$ cat config.mk
export PLATFORM = sky130hd
export DESIGN_NAME = rca_writeback_arbiter
export DESIGN_NICKNAME = d
export VERILOG_FILES = /design/src/rtl/rca_config.sv /design/src/rtl/rca_rr_picker.sv /design/src/rtl/rca_writeback_arbiter.sv
export SDC_FILE = /design/constraint.sdc
export NUM_CORES = 1
export LEC_CHECK = 0
export CAP_MARGIN = 15
export CORE_MARGIN = 10
export CORE_UTILIZATION = 35
export CTS_BUF_LIST = sky130_fd_sc_hd__clkbuf_8
export CTS_CLUSTER_SIZE = 12
export DETAILED_ROUTE_END_ITERATION = 7
export PLACE_DENSITY = 0.76
export SYNTH_ARGS = -nofsm -noshare
export SYNTH_HDL_FRONTEND = slang
export SYNTH_SLANG_ARGS = --single-unit
$ cat constraint.sdc
create_clock -name clk -period 5.5 [get_ports clk]
set_input_delay 1.1 -clock clk [delete_from_list [all_inputs] [get_ports clk]]
set_output_delay 1.1 -clock clk [all_outputs]
set_load 0.05 [all_outputs]
$ cat src/rtl/rca_config.sv
// Shared definitions for the RCA writeback arbiter: default sizes,
// the FSM state type and per-unit array typedefs.
package rca_config;

  localparam int WB_NUM_UNITS = 4;
  localparam int WB_XLEN      = 32;
  localparam int WB_COUNT_W   = 16;
  localparam int WB_RD_W      = 5;

  typedef enum logic [1:0] {
    IDLE = 2'd0,
    RUN  = 2'd1,
    DONE = 2'd2
  } wb_state_t;

  typedef logic [WB_NUM_UNITS-1:0][WB_RD_W-1:0]    wb_rd_array_t;
  typedef logic [WB_NUM_UNITS-1:0][WB_COUNT_W-1:0] wb_count_array_t;

endpackage

$ cat src/rtl/rca_rr_picker.sv
// Combinational round-robin picker: grants the first requester found
// searching upward from the pointer, wrapping past the top index.
module rca_rr_picker #(
  parameter int N = 4,
  localparam int PTR_W = (N > 1) ? $clog2(N) : 1
) (
  input  logic [N-1:0]     i_req,
  input  logic [PTR_W-1:0] i_ptr,
  output logic [N-1:0]     o_grant,
  output logic [PTR_W-1:0] o_grant_idx,
  output logic             o_any_grant
);

  logic [PTR_W:0]   w_sum;
  logic [PTR_W-1:0] w_cand;

  // Rotating-priority search; the first hit wins and later hits are ignored.
  always_comb begin
    o_grant     = '0;
    o_grant_idx = '0;
    o_any_grant = 1'b0;
    w_sum       = '0;
    w_cand      = '0;
    for (int i = 0; i < N; i++) begin
      w_sum = {1'b0, i_ptr} + (PTR_W+1)'(i);
      if (w_sum >= (PTR_W+1)'(N)) begin
        w_sum = w_sum - (PTR_W+1)'(N);
      end
      w_cand = w_sum[PTR_W-1:0];
      if (!o_any_grant && i_req[w_cand]) begin
        o_any_grant     = 1'b1;
        o_grant[w_cand] = 1'b1;
        o_grant_idx     = w_cand;
      end
    end
  end

endmodule

$ cat src/rtl/rca_writeback_arbiter.sv
// Drains IO-unit output FIFOs under round-robin arbitration into a
// registered valid/ack writeback stage and signals run completion.
// Optional stall counter enabled by defining RCA_WB_PERF_EN.
module rca_writeback_arbiter
  import rca_config::*;
#(
  parameter int NUM_IO_UNITS = WB_NUM_UNITS,
  parameter int XLEN         = WB_XLEN,
  parameter int COUNT_W      = WB_COUNT_W,
  parameter int RD_W         = WB_RD_W
) (
  input  logic                            clk,
  input  logic                            rst,
  input  logic                            start,
  input  logic                            abort,
  input  logic [NUM_IO_UNITS-1:0]         out_mask,
  input  logic [NUM_IO_UNITS*RD_W-1:0]    rd_addrs,
  input  logic [NUM_IO_UNITS*COUNT_W-1:0] expected_count,
  input  logic [NUM_IO_UNITS*XLEN-1:0]    io_unit_data_out,
  input  logic [NUM_IO_UNITS-1:0]         io_unit_data_valid_out,
  output logic [NUM_IO_UNITS-1:0]         io_fifo_pop,
  output logic                            wb_valid,
  output logic [RD_W-1:0]                 wb_rd,
  output logic [XLEN-1:0]                 wb_data,
  input  logic                            wb_ack,
  output logic                            busy,
  output logic                            done,
  output logic [31:0]                     perf_stall_cycles
);

  localparam int PTR_W = (NUM_IO_UNITS > 1) ? $clog2(NUM_IO_UNITS) : 1;

  wb_state_t                    r_state;
  logic [NUM_IO_UNITS-1:0]      r_mask;
  logic [NUM_IO_UNITS*RD_W-1:0] r_rd_flat;
  logic [PTR_W-1:0]             r_ptr;
  logic                         r_wb_valid;
  logic [RD_W-1:0]              r_wb_rd;
  logic [XLEN-1:0]              r_wb_data;

  logic [NUM_IO_UNITS-1:0]      w_cnt_nz;
  logic [NUM_IO_UNITS-1:0]      w_eligible;
  logic [NUM_IO_UNITS-1:0]      w_grant;
  logic [PTR_W-1:0]             w_grant_idx;
  logic                         w_any_grant;
  logic                         w_capture;
  logic                         w_all_zero;
  logic [XLEN-1:0]              w_data_arr [NUM_IO_UNITS];
  logic [RD_W-1:0]              w_rd_arr   [NUM_IO_UNITS];

  // Per-unit remaining counters, eligibility and unpacked data/rd views.
  for (genvar gi = 0; gi < NUM_IO_UNITS; gi++) begin : g_unit
    logic [COUNT_W-1:0] r_remaining;

    // Load on start (masked units get 0), clear on abort, decrement on pop.
    always_ff @(posedge clk or negedge rst) begin
      if (!rst) begin
        r_remaining <= '0;
      end else if (r_state == IDLE && start) begin
        r_remaining <= out_mask[gi] ? expected_count[gi*COUNT_W +: COUNT_W] : '0;
      end else if (r_state == RUN && abort) begin
        r_remaining <= '0;
      end else if (io_fifo_pop[gi]) begin
        r_remaining <= r_remaining - COUNT_W'(1);
      end
    end

    assign w_cnt_nz[gi]   = |r_remaining;
    assign w_eligible[gi] = r_mask[gi] & io_unit_data_valid_out[gi] & w_cnt_nz[gi];
    assign w_data_arr[gi] = io_unit_data_out[gi*XLEN +: XLEN];
    assign w_rd_arr[gi]   = r_rd_flat[gi*RD_W +: RD_W];
  end

  rca_rr_picker #(
    .N (NUM_IO_UNITS)
  ) u_picker (
    .i_req       (w_eligible),
    .i_ptr       (r_ptr),
    .o_grant     (w_grant),
    .o_grant_idx (w_grant_idx),
    .o_any_grant (w_any_grant)
  );

  // Abort outranks capture; a capture needs an empty or draining output slot.
  assign w_capture   = (r_state == RUN) && !abort && (!r_wb_valid || wb_ack) && w_any_grant;
  assign w_all_zero  = ~|w_cnt_nz;
  assign io_fifo_pop = w_capture ? w_grant : '0;

  // Control FSM with the writeback output register.
  always_ff @(posedge clk or negedge rst) begin
    if (!rst) begin
      r_state    <= IDLE;
      r_mask     <= '0;
      r_rd_flat  <= '0;
      r_ptr      <= '0;
      r_wb_valid <= 1'b0;
      r_wb_rd    <= '0;
      r_wb_data  <= '0;
    end else begin
      case (r_state)
        IDLE: begin
          if (start) begin
            r_state   <= RUN;
            r_mask    <= out_mask;
            r_rd_flat <= rd_addrs;
            r_ptr     <= '0;
          end
        end
        RUN: begin
          if (abort) begin
            r_state    <= IDLE;
            r_wb_valid <= 1'b0;
          end else begin
            if (w_capture) begin
              r_wb_valid <= 1'b1;
              r_wb_data  <= w_data_arr[w_grant_idx];
              r_wb_rd    <= w_rd_arr[w_grant_idx];
              r_ptr      <= (w_grant_idx == PTR_W'(NUM_IO_UNITS-1)) ? '0
                                                                    : w_grant_idx + PTR_W'(1);
            end else if (wb_ack) begin
              r_wb_valid <= 1'b0;
            end
            // No capture is possible once every count is zero.
            if (w_all_zero && (!r_wb_valid || wb_ack)) begin
              r_state <= DONE;
            end
          end
        end
        DONE: begin
          r_state <= IDLE;
        end
        default: begin
          r_state <= IDLE;
        end
      endcase
    end
  end

  assign wb_valid = r_wb_valid;
  assign wb_rd    = r_wb_rd;
  assign wb_data  = r_wb_data;
  assign busy     = (r_state == RUN);
  assign done     = (r_state == DONE);

`ifdef RCA_WB_PERF_EN
  logic [31:0] r_perf_stall;

  // Saturating count of cycles the writeback port refused a pending result.
  always_ff @(posedge clk or negedge rst) begin
    if (!rst) begin
      r_perf_stall <= '0;
    end else if (r_state == IDLE && start) begin
      r_perf_stall <= '0;
    end else if (r_state == RUN && r_wb_valid && !wb_ack && r_perf_stall != 32'hFFFF_FFFF) begin
      r_perf_stall <= r_perf_stall + 32'd1;
    end
  end

  assign perf_stall_cycles = r_perf_stall;
`else
  assign perf_stall_cycles = 32'd0;
`endif

endmodule

==> results_slide.txt, run 1 <==
Run Summary

Synthesis
  – Max-area cell share: 37.3%
  – Unique cell types: 61
  – Synth async-reset ratio: 100%
  – Ys cells: approximately 960
  – Top_reg_cell synth: dfrtp_1
  – Largest area contributor in the netlist: dfrtp_1
  – Most instantiated library cell after synthesis: nand2_1
  – Synth top cells by count: 165 x nand2_1, 130 x dfrtp_1, 74 x mux2i_1
  – Yosys stat area: between 8000 and 9000 um2
  – Top cells by area: dfrtp_1 37%, mux2i_1 8.5%, nand2_1 7.1%, o221ai_2 3.6%, buf_4 2.8%
  – Registers, synthesis: 130
  – EDFF count, synth: 0
  – Cells after synthesis: 958
  – Synthesized area per cell: 9.10 um2
  – Yosys warnings: 0

Hold path
  – HP Class: in2async

Critical path
  – Arr. time, crit path: 4.09 ns
  – Critical Path Start Type: register
  – CP max FO: 23
  – Worst setup EP type: output port

STA
  – Setup Skew: approximately 0.023 ns
  – Fmax: 193 MHz
  – Slew @ Worst Pin: 1.02 ns
  – Slew margin rel.: 31.8%
  – Cycle use final: 94.4%
  – Final setup fails: 0
  – Total negative slack: 0 ns
  – Final hold violation count: 0
  – RSZ-0062 raised after global routing: false
  – Slew Limit Fails: 0

Finish
  – Proportion of layout cells with a drive suffix above 1: 8.02%
  – ANT cells: 0

Power
  – Peak supply drop: 0.000352 V
  – Static leakage: 5.55 nW
  – PD cells: 487 nW/um2

Global route
  – Initial antenna violation count: 0
  – First-pass GRT wire length: 44,000 um
  – Pin count of the biggest net entering global routing: 73
  – Vias in the first global route: 8,220
  – Gr ovfl total: 0

Detailed routing
  – DRC: 0
  – 1st-pass router iterations: 5
  – Via-to-Cell Ratio: between 5 and 6
  – Iteration-0 DRC Markers: 660
  – Routed Antenna Nets: 0

Clocking
  – Max Buffers Root-to-Sink: 2
  – Hold buffer count at cts: 0
  – TritonCTS clock tree: built
  – Clock Sinks: 130
  – H-tree depth: 4
  – CTS clk-pin slew, worst paths: 0.09 ns
  – Inserted Clock Buffers: 17
  – Root buffer cell: clkbuf_8

Floorplanning
  – Die height: 178 um
  – Fp_density: 35.7%
  – Number of I/O pins: 301
  – DIE WIDTH: between 150 and 200 um
  – FP Rows: between 50 and 60
  – Core area: 24,400 um2
  – Chip area: roughly 32,000 um2

Placement
  – Inst Count DP: 1,499
  – RD Place Congestion: ~0.86
  – Post-DP HPWL: around 21,000 um
  – Port Buf Inserts: 268

Job
  – MaxCap Viol Count: 0

Status
  – Status: finished, final reports clean
==> run 1: flip-flops by register name, summed over array words and instances, names as in the netlist <==
register            count
g_unit.r_remaining     64
wb_data                32
r_rd_flat              20
wb_rd                   5
r_mask                  4
r_ptr                   2
r_state                 2
wb_valid                1
==> run 1: critical path, cell delays in order, from the launching register on <==
cell	delay, ns
dfrtp_1	0.43
or4_4	0.55
or4b_4	0.56
o211ai_2	0.40
mux4_2	0.43
nor2_1	0.06
a31o_2	0.22
o22a_1	0.35
inv_2	0.37
buf_4	0.27
==> run 1: metal layers <==
| layer | up-vias | global-route usage, % | routed length [um] |
|---|---|---|---|
| met2 | 270 | 29.8 | 14700 |
| met4 | 0 | 5.49 | 497 |
| li1 | 4007 | - | - |
| met1 | 4058 | 21.3 | 11800 |
| met5 | - | 0 | 0 |
| met3 | 32 | 3.17 | 1570 |
==> run 1: layout make-up <==
class	count	area (um2)
fill	2292	12400
multi-input combinational	727	4900
sequential	130	3250
timing repair buffer	285	2860
tap	324	405
clock buffer	17	234
clock inverter	15	181
inverter	35	131
==> run 1: worst paths after layout <==
path                                      startpoint                       end  slack (ns)  cells past startpoint
setup / recovery           g_unit[3].r_remaining[12]            io_fifo_pop[1]        0.31                      9
hold / removal                                   rst  g_unit[1].r_remaining[5]        0.44                      1
setup reg to reg           g_unit[3].r_remaining[12]               wb_data[11]        1.31                      9
hold reg to reg                        r_rd_flat[18]             r_rd_flat[18]        0.48                      2
max in group asynchronous                        rst               wb_data[21]        3.89                      2
min in group clk                       r_rd_flat[18]             r_rd_flat[18]        0.48                      2
==> run 1: metrics by stage <==
step	utilization [%]	hold WS [ns]	setup WS, ns	area (um2)	power (mW)
global placement	47.3	0.458	0.625	11500	4.87
finish	49.1	0.436	0.311	12000	5.82
global route	49.1	0.399	0.111	12000	6.21
floorplan	-	0.445	1.15	8830	4.07
CTS	49.0	0.407	0.176	11900	5.86
detailed placement	47.3	0.462	0.560	11500	4.95
==> run 1: logic make-up (layout without fill, tap and decap cells) <==
logic type,after synthesis,after routing,share of synthesized area [%]
simple gates,368,368,20.2
xor+xnor,1,1,0.101
mux,78,78,9.53
other cells,1,32,0.0430
compound gates,234,234,22.7
fa+ha+maj,14,14,2.01
buf+inv,132,352,8.06
flops,130,130,37.3
==> run 1: power by group <==
part	switching (mW)	internal, mW	leakage (nW)
logic	1.97	1.42	3.66
clock network	0.436	0.454	0.207
registers	0.286	1.26	1.68
==> run 1: layout by cell type (no fill, tap or decap), drive strengths merged, types with 23 or more instances in the layout <==
master | synthesis | routed
inv | 35 | 43
nand2 | 166 | 166
nor2 | 45 | 45
o221ai | 37 | 37
mux2i | 74 | 74
a2bb2oi | 23 | 23
o21ai | 26 | 26
dfrtp | 130 | 130
conb | 1 | 32
clkdlybuf4s50 | 0 | 263
nor3 | 43 | 43
and3 | 28 | 28
==> run 1: what timing repair did <==
action	CTS	global route
endpoints found under the setup margin	0	1
resized	0	1
endpoints found under the hold margin	0	0
setup buffers	0	2
Run 1, signal wires on met1:
The bar under the picture is 50 um long. Supply wires on this layer in grey.
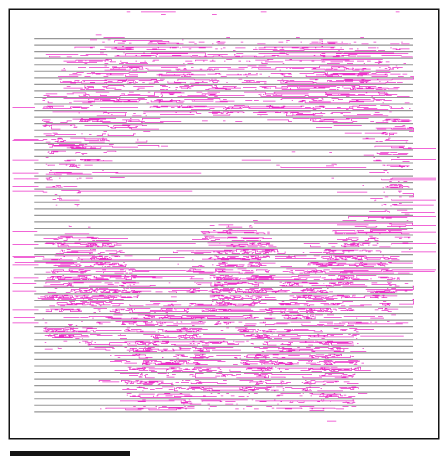
main direction = horizontal
wire length on this layer = 11,800 um
share of all routed wire = 41%
longest straight run = 65.8 um
via count: 8,367
met1 usage: 21.3%
Routed Wire Length: 28,600 um

Run 1, routing congestion:
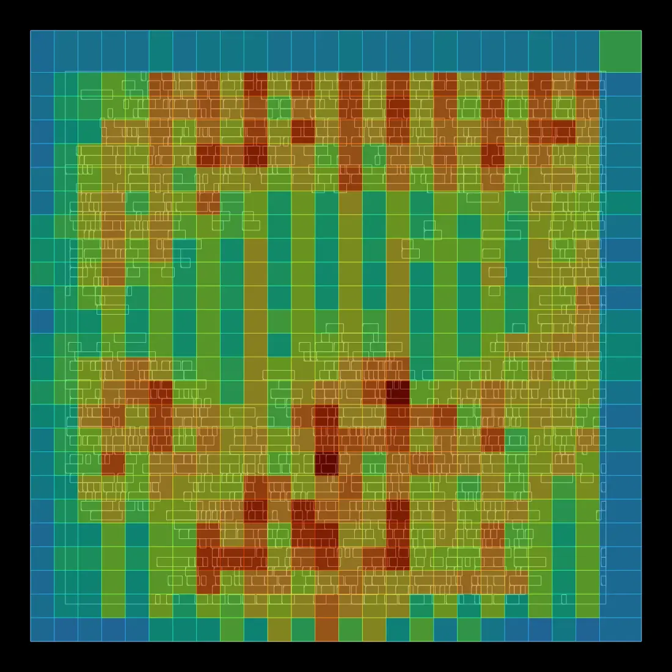
GR Layer Usage met2: 29.8%
GR Layer Usage met3: 3.17%
GRT Resource Usage Total: 17.3%
GRT Max-Usage Layer: met2
Final Util: 49.1%

Run 1, gate-type map:
The bar under the picture is 50 um long.
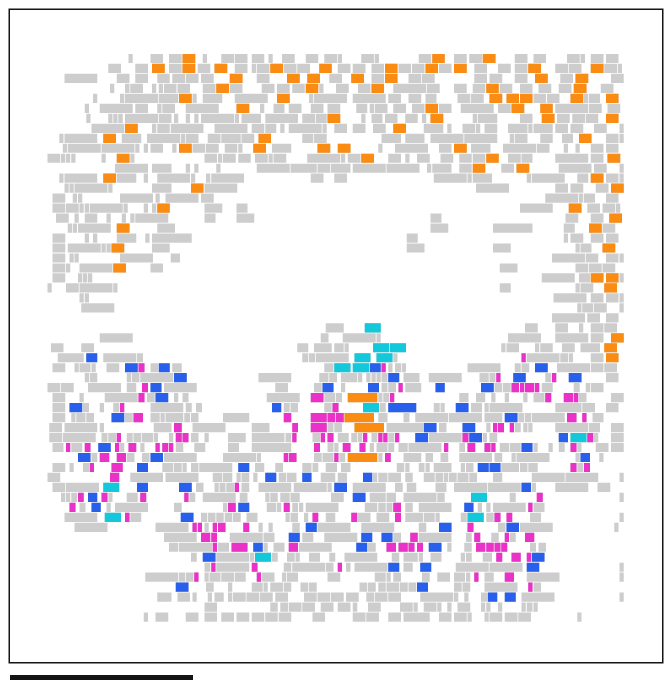
orange -> mux cells  # cells 78
magenta -> nor cells  # cells 121
cyan -> fa/ha/maj cells  # cells 14
blue -> non-inverting ao/oa cells  # cells 66
combinational share of cell area: 40.9%
post-route insts no fill: 1,533
Commonest Layout Cell: clkdlybuf4s50_1

==> run 1 -> run 2 <==
Settings changed: CAP_MARGIN 15 to 20, SLEW_MARGIN set to 20.
Run 2, layout detail:
The bar under the picture is 10 um long. Region (113, 24) to (153, 64) um. Cells in grey, sequential cells in the stronger grey; small squares are vias.
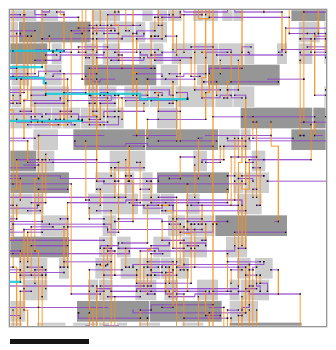
purple -> metal 1
orange -> metal 2
cyan -> metal 3
cells with their middle in the window = 108
sequential cells in the window = 13
most frequent = dfrtp_1 (13), nor3_1 (11)
netlist names of flops here include = g_unit.r_remaining (13)

==> results_slide.txt, run 2 <==
Run Summary

Synthesis
  – Top logic family: AND-OR/OR-AND gates
  – Simple-Gate Fraction of Synth Area: 20.2% (unchanged)
  – Multiplexer share: 9.53% (unchanged)
  – FA/HA/MAJ Cells, Area Fraction: 2.01% (unchanged)
  – Most instantiated library cell after synthesis: nand2_1
  – Top cells by area: dfrtp_1 37%, mux2i_1 8.5%, nand2_1 7.1%, o221ai_2 3.6%, buf_4 2.8%
  – Ys cells: 958 (unchanged)
  – Largest area contributor in the netlist: dfrtp_1
  – Max-area cell share: 37.3% (unchanged)
  – Cell Area, Synth: 8710 um2
  – Synth async-reset ratio: 100% (unchanged)
  – Yosys stat area: 8710 um2 (unchanged)
  – EDFF count, synth: 0 (unchanged)
  – Cells after synthesis: 958 (unchanged)
  – Compound Share, Synth: 22.7% (unchanged)
  – Synth top cells by count: 165 x nand2_1, 130 x dfrtp_1, 74 x mux2i_1
  – Synthesized area per cell: 9.10 um2 (unchanged)
  – Registers, synthesis: 130 (unchanged)
  – XORs/XNORs by Area: 0.101% (unchanged)
  – Top_reg_cell synth: dfrtp_1

Global route
  – First-pass GRT wire length: 44,000 um (unchanged)
  – Gr ovfl total: 0 (unchanged)
  – Pin count of the biggest net entering global routing: 73 (unchanged)
  – GRT Resource Usage Total: 17.3% (unchanged)
  – GR Layer Usage met3: 3.17% (unchanged)
  – Initial antenna violation count: 0 (unchanged)
  – Met1 usage: 21.3% (unchanged)

Placement
  – Port Buf Inserts: 268 (unchanged)
  – Post-DP HPWL: 21,400 um (unchanged)
  – RD Place Congestion: 0.858 (unchanged)

Detailed routing
  – Via-to-Cell Ratio: 5.46 (unchanged)
  – 1st-pass router iterations: 5 (unchanged)
  – Via count: 8,367 (unchanged)
  – Routed Antenna Nets: 0 (unchanged)
  – Iteration-0 DRC Markers: 660 (unchanged)
  – Routed Wire Length: 28,600 um (unchanged)
  – DRC: 0 (unchanged)

STA
  – Final setup fails: 0 (unchanged)
  – Cycle use final: 94.4% (unchanged)
  – Slew Limit Fails: 0 (unchanged)
  – Total negative slack: 0 ns (unchanged)
  – Final hold violation count: 0 (unchanged)
  – Slew @ Worst Pin: 1.02 ns (unchanged)
  – RSZ-0062 raised after global routing: false
  – Slew margin rel.: 31.8% (unchanged)

Power
  – Total Power: 5.82 mW (unchanged)
  – Internal power: 3.13 mW (unchanged)
  – Clock power frac: 15.3% (about the same)
  – Combinational share of power: 58.1% (about the same)
  – Seq pwr share: 26.6% (about the same)
  – Switch share: 46.2% (unchanged)
  – Static leakage: 5.55 nW (unchanged)
  – Peak supply drop: 0.000352 V (unchanged)
  – PD cells: 487 nW/um2 (unchanged)

Status
  – Status: finished, final reports clean

Critical path
  – Arr. time, crit path: 4.09 ns (about the same)
  – Reg2reg path depth: 9 (unchanged)
  – Worst setup EP type: output port
  – CP max FO: 23 (unchanged)
  – Reg2reg start: g_unit[3].r_remaining[12]
  – Critical Path Start Type: register
  – R2R Setup Slk: 1.31 ns (about the same)

Hold path
  – HP Class: in2async

Floorplanning
  – Die height: 178 um (unchanged)
  – DIE WIDTH: 178 um (unchanged)
  – Number of I/O pins: 301 (unchanged)
  – Chip area: 31,600 um2 (unchanged)
  – Fp_density: 35.7% (unchanged)
  – Core area: 24,400 um2 (unchanged)
  – FP Rows: 57 (unchanged)

Clocking
  – CTS clk-pin slew, worst paths: 0.09 ns (about the same)
  – TritonCTS clock tree: built
  – Root buffer cell: clkbuf_8
  – Inserted Clock Buffers: 17 (unchanged)
  – Max Buffers Root-to-Sink: 2 (unchanged)
  – H-tree depth: 4 (unchanged)

Finish
  – Final Util: 49.1% (unchanged)
  – Commonest Layout Cell: clkdlybuf4s50_1
  – Top cells excl fill/tap: 263 x clkdlybuf4s50_1, 164 x nand2_1, 130 x dfrtp_1
  – ANT cells: 0 (unchanged)
  – Reg with most FFs: g_unit.r_remaining
  – Proportion of layout cells with a drive suffix above 1: 8.02% (unchanged)
  – Largest register FFs: 64 (unchanged)

Job
  – MaxCap Viol Count: 0 (unchanged)
[run 2: cell counts after synthesis]
No cell type changed its count.
[run 2: worst max-delay path: stages (launching register included)]
cell,delay (ns)
dfrtp_1,0.43
or4_4,0.55
or4b_4,0.56
o211ai_2,0.40
mux4_2,0.43
nor2_1,0.06
a31o_2,0.22
o22a_1,0.35
inv_2,0.37
buf_4,0.27
[run 2: worst max-delay path by stage]
stage                                         start             end  slack (ns)
after floorplan            g_unit[1].r_remaining[0]  io_fifo_pop[2]        1.15
after global routing      g_unit[3].r_remaining[12]  io_fifo_pop[1]        0.11
after CTS                  g_unit[1].r_remaining[0]  io_fifo_pop[1]        0.18
final                     g_unit[3].r_remaining[12]  io_fifo_pop[1]        0.31
after detailed placement  io_unit_data_valid_out[0]  io_fifo_pop[1]        0.56
after global placement    io_unit_data_valid_out[0]  io_fifo_pop[1]        0.62
[run 2: layout make-up]
cell class	instances	area, um2
Timing Repair Buffer	285	2860
Tap cell	324	405
Clock inverter	15	181
Clock buffer	17	234
Fill cell	2292	12400
Inverter	35	131
Multi-Input combinational cell	727	4900
Sequential cell	130	3250
[run 2: routing by layer]
layer | wire (um) | up-vias
li1 | - | 4007
met1 | 11800 | 4058
met2 | 14700 | 270
met3 | 1570 | 32
met4 | 497 | 0
met5 | 0 | -
[run 2: cells by family (layout without fill, tap and decap cells)]
logic type	count (synthesis)	in the layout
AND/OR/NAND/NOR	368	368
AND-OR/OR-AND	234	234
buffers and inverters	132	352
flip-flops	130	130
multiplexers	78	78
adder cells (fa/ha/maj)	14	14
other	1	32
XOR/XNOR	1	1
[run 2: metrics by stage]
stage | cells | setup WS, ns | cell area [um2] | hold slack [ns]
2_1_floorplan | 989 | 1.15 | 8830 | 0.445
3_3_place_gp | 1499 | 0.625 | 11500 | 0.458
3_5_place_dp | 1499 | 0.560 | 11500 | 0.462
4_1_cts | 1531 | 0.176 | 11900 | 0.407
5_1_grt | 1533 | 0.111 | 12000 | 0.399
6_report | 1533 | 0.311 | 12000 | 0.436
[run 2: power by group through the flow]
stage          clock (mW)  sequential (mW)  combinational (mW)
2_1_floorplan           0             1.92                2.15
3_3_place_gp            0             1.54                3.33
3_5_place_dp            0             1.56                3.39
4_1_cts             0.916             1.54                3.40
5_1_grt             0.961             1.60                3.66
6_report            0.890             1.55                3.38
[run 2: timing repair]
action | in CTS | in global routing
hold buffers | 0 | 0
endpoints found under the setup margin | 0 | 1
gates resized | 0 | 1
buffers inserted | 0 | 2
Run 2, gate-type map:
The bar under the picture is 50 um long.
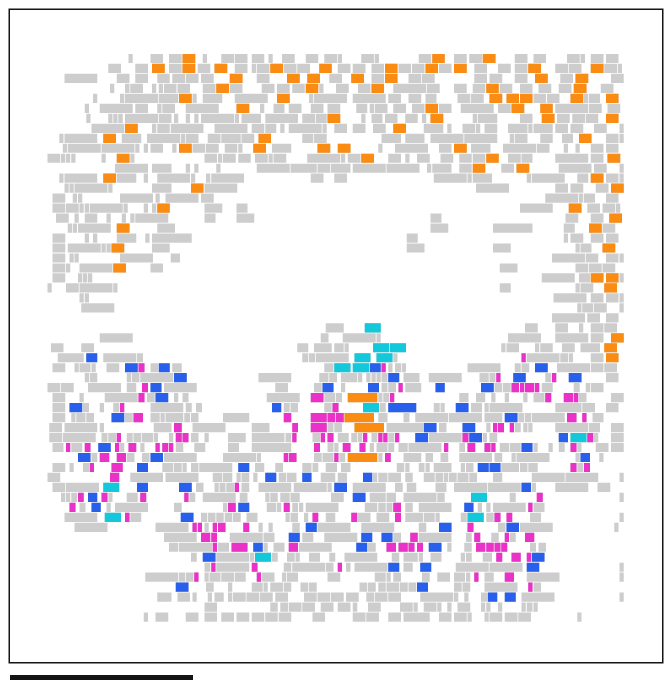

==> run 2 -> run 3 <==
Settings changed: HOLD_SLACK_MARGIN set to 0.03, PLACE_DENSITY 0.76 to 0.66.
Run 3, gate-type map:
The bar under the picture is 50 um long.
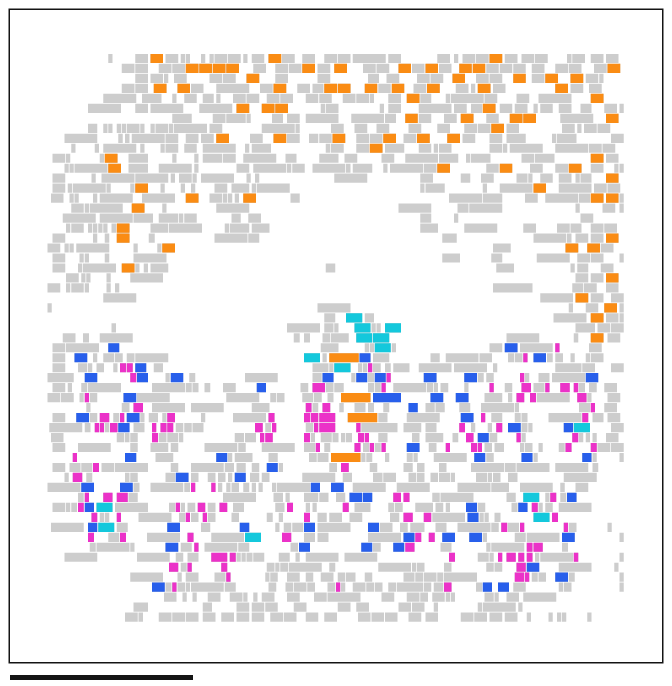
magenta -> nor cells  # cells 121
blue -> non-inverting ao/oa cells  # cells 66
orange -> mux cells  # cells 78
cyan -> fa/ha/maj cells  # cells 14
post-route insts no fill: 1,536
combinational share of cell area: 41.1%

==> results_slide.txt, run 3 <==
Run Summary

Placement
  – Area post-placement: 11,500 um2 (about the same)
  – RD Place Congestion: 0.870 (+1.4%)
  – Port Buf Inserts: 268 (unchanged)

Power
  – PD cells: 481 nW/um2 (-1.1%)
  – Static leakage: 5.53 nW (-0.34%)
  – Peak supply drop: 0.000264 V (-25%)

Finish
  – Proportion of layout cells with a drive suffix above 1: 8.42% (+0.39 points)
  – Final std cell area, no fill: 11,900 um2 (-0.33%)
  – Commonest Layout Cell: clkdlybuf4s50_1
  – ANT cells: 0 (unchanged)
  – Top cells excl fill/tap: 263 x clkdlybuf4s50_1, 164 x nand2_1, 130 x dfrtp_1
  – Fillers: 2,352 (+2.6%)
  – Largest register FFs: 64 (unchanged)
  – Reg with most FFs: g_unit.r_remaining
  – Comb area: 4900 um2 (about the same)

Detailed routing
  – Iteration-0 DRC Markers: 650 (-1.5%)
  – Routed Antenna Nets: 0 (unchanged)
  – DRC: 0 (unchanged)
  – Via-to-Cell Ratio: 5.36 (-1.8%)
  – Via count: 8,231 (-1.6%)
  – Routed Wire Length: 29,300 um (+2.4%)
  – 1st-pass router iterations: 4 (-1)

Clocking
  – TritonCTS clock tree: built
  – Inserted Clock Buffers: 17 (unchanged)
  – Hold buffer count at cts: 0 (unchanged)
  – CTS clk-pin slew, worst paths: 0.09 ns (about the same)
  – H-tree depth: 4 (unchanged)
  – Root buffer cell: clkbuf_8

Critical path
  – Arr. time, crit path: 4.11 ns (+0.02 ns)
  – Worst path cell trace: or4_4 -> or4b_4 -> o211a_1 -> mux4_2 -> nand2_1 -> a31o_2 -> o22a_1 -> inv_2 -> buf_4
  – CP Buf/Inv Count: 2 (unchanged)
  – Critical Path Start Type: register
  – Worst setup EP type: output port
  – Slowest-stage cell, CP: mux4_2
  – Crit path largest cell delay: 0.58 ns (+0.02 ns)

Global route
  – First-pass GRT wire length: 45,800 um (+4.2%)
  – Initial antenna violation count: 0 (unchanged)
  – GRT Resource Usage Total: 18.0% (+0.72 points)
  – Gr ovfl total: 0 (unchanged)
  – Pin count of the biggest net entering global routing: 92 (+26%)

Job
  – MaxCap Viol Count: 0 (unchanged)

Floorplanning
  – Number of I/O pins: 301 (unchanged)
  – Chip area: 31,600 um2 (unchanged)
  – Fp_density: 35.7% (unchanged)
  – FP Rows: 57 (unchanged)
  – DIE WIDTH: 178 um (unchanged)

STA
  – Slew margin rel.: 29.7% (-2.1 points)
  – Total negative slack: 0 ns (unchanged)
  – Final hold violation count: 0 (unchanged)
  – Slew @ Worst Pin: 1.05 ns (+0.0307 ns)
  – Slew Limit Fails: 0 (unchanged)
  – RSZ-0062 raised after global routing: false

Synthesis
  – Max-area cell share: 37.3% (unchanged)
  – XORs/XNORs by Area: 0.101% (unchanged)
  – Synth top cells by count: 165 x nand2_1, 130 x dfrtp_1, 74 x mux2i_1
  – EDFF count, synth: 0 (unchanged)
  – Compound Share, Synth: 22.7% (unchanged)
  – Top logic family: AND-OR/OR-AND gates
  – Most instantiated library cell after synthesis: nand2_1
  – Cell Area, Synth: 8710 um2 (unchanged)
  – Largest area contributor in the netlist: dfrtp_1
  – Top_reg_cell synth: dfrtp_1
  – Top cells by area: dfrtp_1 37%, mux2i_1 8.5%, nand2_1 7.1%, o221ai_2 3.6%, buf_4 2.8%
  – FA/HA/MAJ Cells, Area Fraction: 2.01% (unchanged)
  – Yosys stat area: 8710 um2 (unchanged)

Hold path
  – HP Class: reg2reg

Status
  – Status: finished, final reports clean
[run 3: cell counts after synthesis]
Identical to the previous run, type by type.
[run 3: worst reg2reg max path: cells and delay by family (launching register included)]
kind	cells	cell delay [ns]
AOI/OAI and AO/OA	4	1.56
and+or+nand+nor	3	1.22
DFF	1	0.43
buffers and inverters	1	0.42
muxes	1	0.33
[run 3: layer usage]
metal	vias to the layer above	routed length, um	share of wire, %	track usage (%)
li1	4012	-	-	-
met4	0	369	1.3	4.55
met3	26	1430	4.9	3.61
met5	-	0	0	0
met2	196	15000	51	30.5
met1	3997	12500	43	22.9
[run 3: cells by family (layout without fill, tap and decap cells)]
logic type / count (synthesis) / after routing
muxes: 78 / 78
other: 1 / 32
xor gates and xnor gates: 1 / 1
adders and majority gates: 14 / 14
and+or+nand+nor: 368 / 368
buffers and inverters: 132 / 355
AOI/OAI and AO/OA: 234 / 234
DFF: 130 / 130
[run 3: area by class of cell]
| cell class | count | area share [%] |
|---|---|---|
| clock buffers | 17 | 1.96 |
| clock inverters | 14 | 1.11 |
| multi-input cells | 727 | 41.1 |
| well taps | 324 | 3.40 |
| flip-flops and latches | 130 | 27.3 |
| repair buffers | 289 | 24.1 |
| inverters | 35 | 1.10 |
[run 3: final timing paths]
check / from / to / slack, ns / depth (start not counted)
max: g_unit[3].r_remaining[12] / io_fifo_pop[1] / 0.29 / 9
min: r_rd_flat[4] / r_rd_flat[4] / 0.48 / 2
max reg2reg: g_unit[3].r_remaining[12] / wb_data[31] / 1.38 / 9
min reg2reg: r_rd_flat[4] / r_rd_flat[4] / 0.48 / 2
max in group asynchronous: rst / wb_data[8] / 3.65 / 2
min in group asynchronous: rst / g_unit[1].r_remaining[5] / 0.72 / 1
[run 3: per-stage QoR]
step / worst slack [ns] / total power [mW] / hold WS, ns / utilization (%) / cells
after detailed placement: 0.587 / 4.96 / 0.461 / 47.3 / 1502
after floorplan: 1.15 / 4.07 / 0.445 / - / 989
final: 0.286 / 5.74 / 0.480 / 48.9 / 1536
after global placement: 0.631 / 4.91 / 0.458 / 47.3 / 1502
after global routing: 0.0495 / 6.15 / 0.507 / 48.9 / 1536
after CTS: 0.159 / 5.79 / 0.483 / 48.8 / 1533
[run 3: power by group]
part	switching [mW]	internal, mW	total, mW
clock network	0.442	0.362	0.804
registers	0.287	1.26	1.55
logic	1.97	1.42	3.39
total	2.70	3.04	5.74
[run 3: what timing repair did]
| action | in CTS | in global routing |
|---|---|---|
| buffers inserted | 0 | 3 |
| endpoints found under the setup margin | 0 | 1 |
| gates resized | 0 | 1 |
Power is estimated from default activity; no workload was simulated.
